Design seq_multiplier_flat, sky130hd; sources not shown.
**Routed metal, one color a layer**

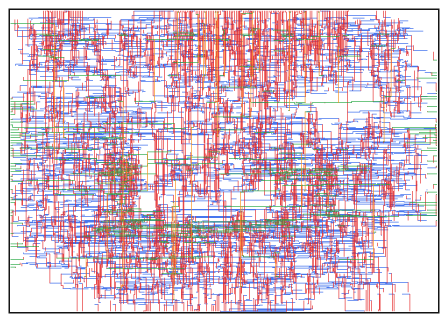
color	layer	wire length
blue	met1	21.6 mm
red	met2	20.8 mm
green	met3	3140 µm
orange	met4	1370 µm
gr usage total: 0.2631
Total Wirelength: 46930 µm
Vias: 14387
DR WL/cell: 18.46 µm

**Clock network drawn from the DEF**

Scale bar: 50 µm.
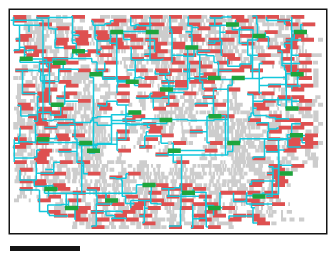
[green] cells driving clock nets | count: 34
[red] flip-flops | count: 329
[cyan] clock wires | length: 4290 µm
routed clock nets	35
flops lie	all over the die
Late-Pin Clk Latency: 530 ps
clock network fraction of total power: 0.232
Clock Power: 1.24 mW
Clock Skew: 21.05 ps

==> ci_impl_report.md <==
## Synthesis and layout report

| Metric | Value |
|---|---|
| Status | finished, violations left |
| Failing checks | max-capacitance violations, max-slew violations |
| Dpl ws | 5643 ps |
| Critical Path AT | 7600 ps |
| # rows | 56 |
| Ys Warns | 0 |
| Num Clock Sinks | 329 |
| Routing usage on met2 | 0.4068 |
| Yosys cell count | 1873 |
| Design area | 20740 µm² |
| Core Region | 33560 µm² |
| Crit-path max cell delay | 1700 ps |
| Tool warnings | 28 |
| Pleak | 10.32 nW |
| H-tree lvl count | 2 |
| Floorplan Nets | 2070 |
| Library cells used by synthesis | 74 |
| Die Size | 35620 µm² |
| Sequential power | 1.84 mW |
| Average cell area after synthesis | 8.923 µm² |
| Xor+xnor area frac | 0.02830 |
| Max cap viols | 7 |
| WP depth | 9 |
| Initial antenna violation count | 0 |
| Final WS setup | 3896 ps |
| Via density | 5.660 |
| Pins Over Slew Limit | 502 |
| Post-Syn Instances | 1873 |
| Synthesis area per yosys | 16710 µm² |
| Met3 Routed Length | 3143 µm |
| Final ANT Viol Nets | 0 |
| Final setup viols | 0 |
| DP HPWL | 31830 µm |
| Critical Path RT | 11500 ps |
| Dominant register cell | dfrtp_1 |
| Setup crit end kind | register |
| Top pwr grp | combinational logic |
| Synth async-reset ratio | 1.000 |
| Synth flops | 329 |
cells in the final DEF (no fill, tap or decap), types with 22 or more instances in the layout:
cell type / count
nor2_1: 50
and2_1: 70
o21ai_0: 57
nand2_1: 682
a22o_1: 49
mux2_2: 22
clkdlybuf4s50_1: 128
dlygate4sd3_1: 134
a22oi_1: 65
xnor2_1: 38
nand3_1: 23
a21o_1: 27
dfrtp_1: 329
nand4_1: 22
clkbuf_16: 37
a21oi_1: 83
ha_1: 65
area by class of cell:
cell class                 instances  share of cell area
timing repair buffer             274              0.1301
inverter                          22            0.004343
clock buffer                      45             0.04898
clock inverter                    16            0.009590
multi-input combinational       1421              0.3839
sequential                       329              0.3969
tap                              435             0.02624
worst min-delay path, cell delays in order (launching register included):
cell and delay (ps):
dfrtp_1 330, nand2_1 50, nand2_1 50
Power is estimated from default activity; no workload was simulated.
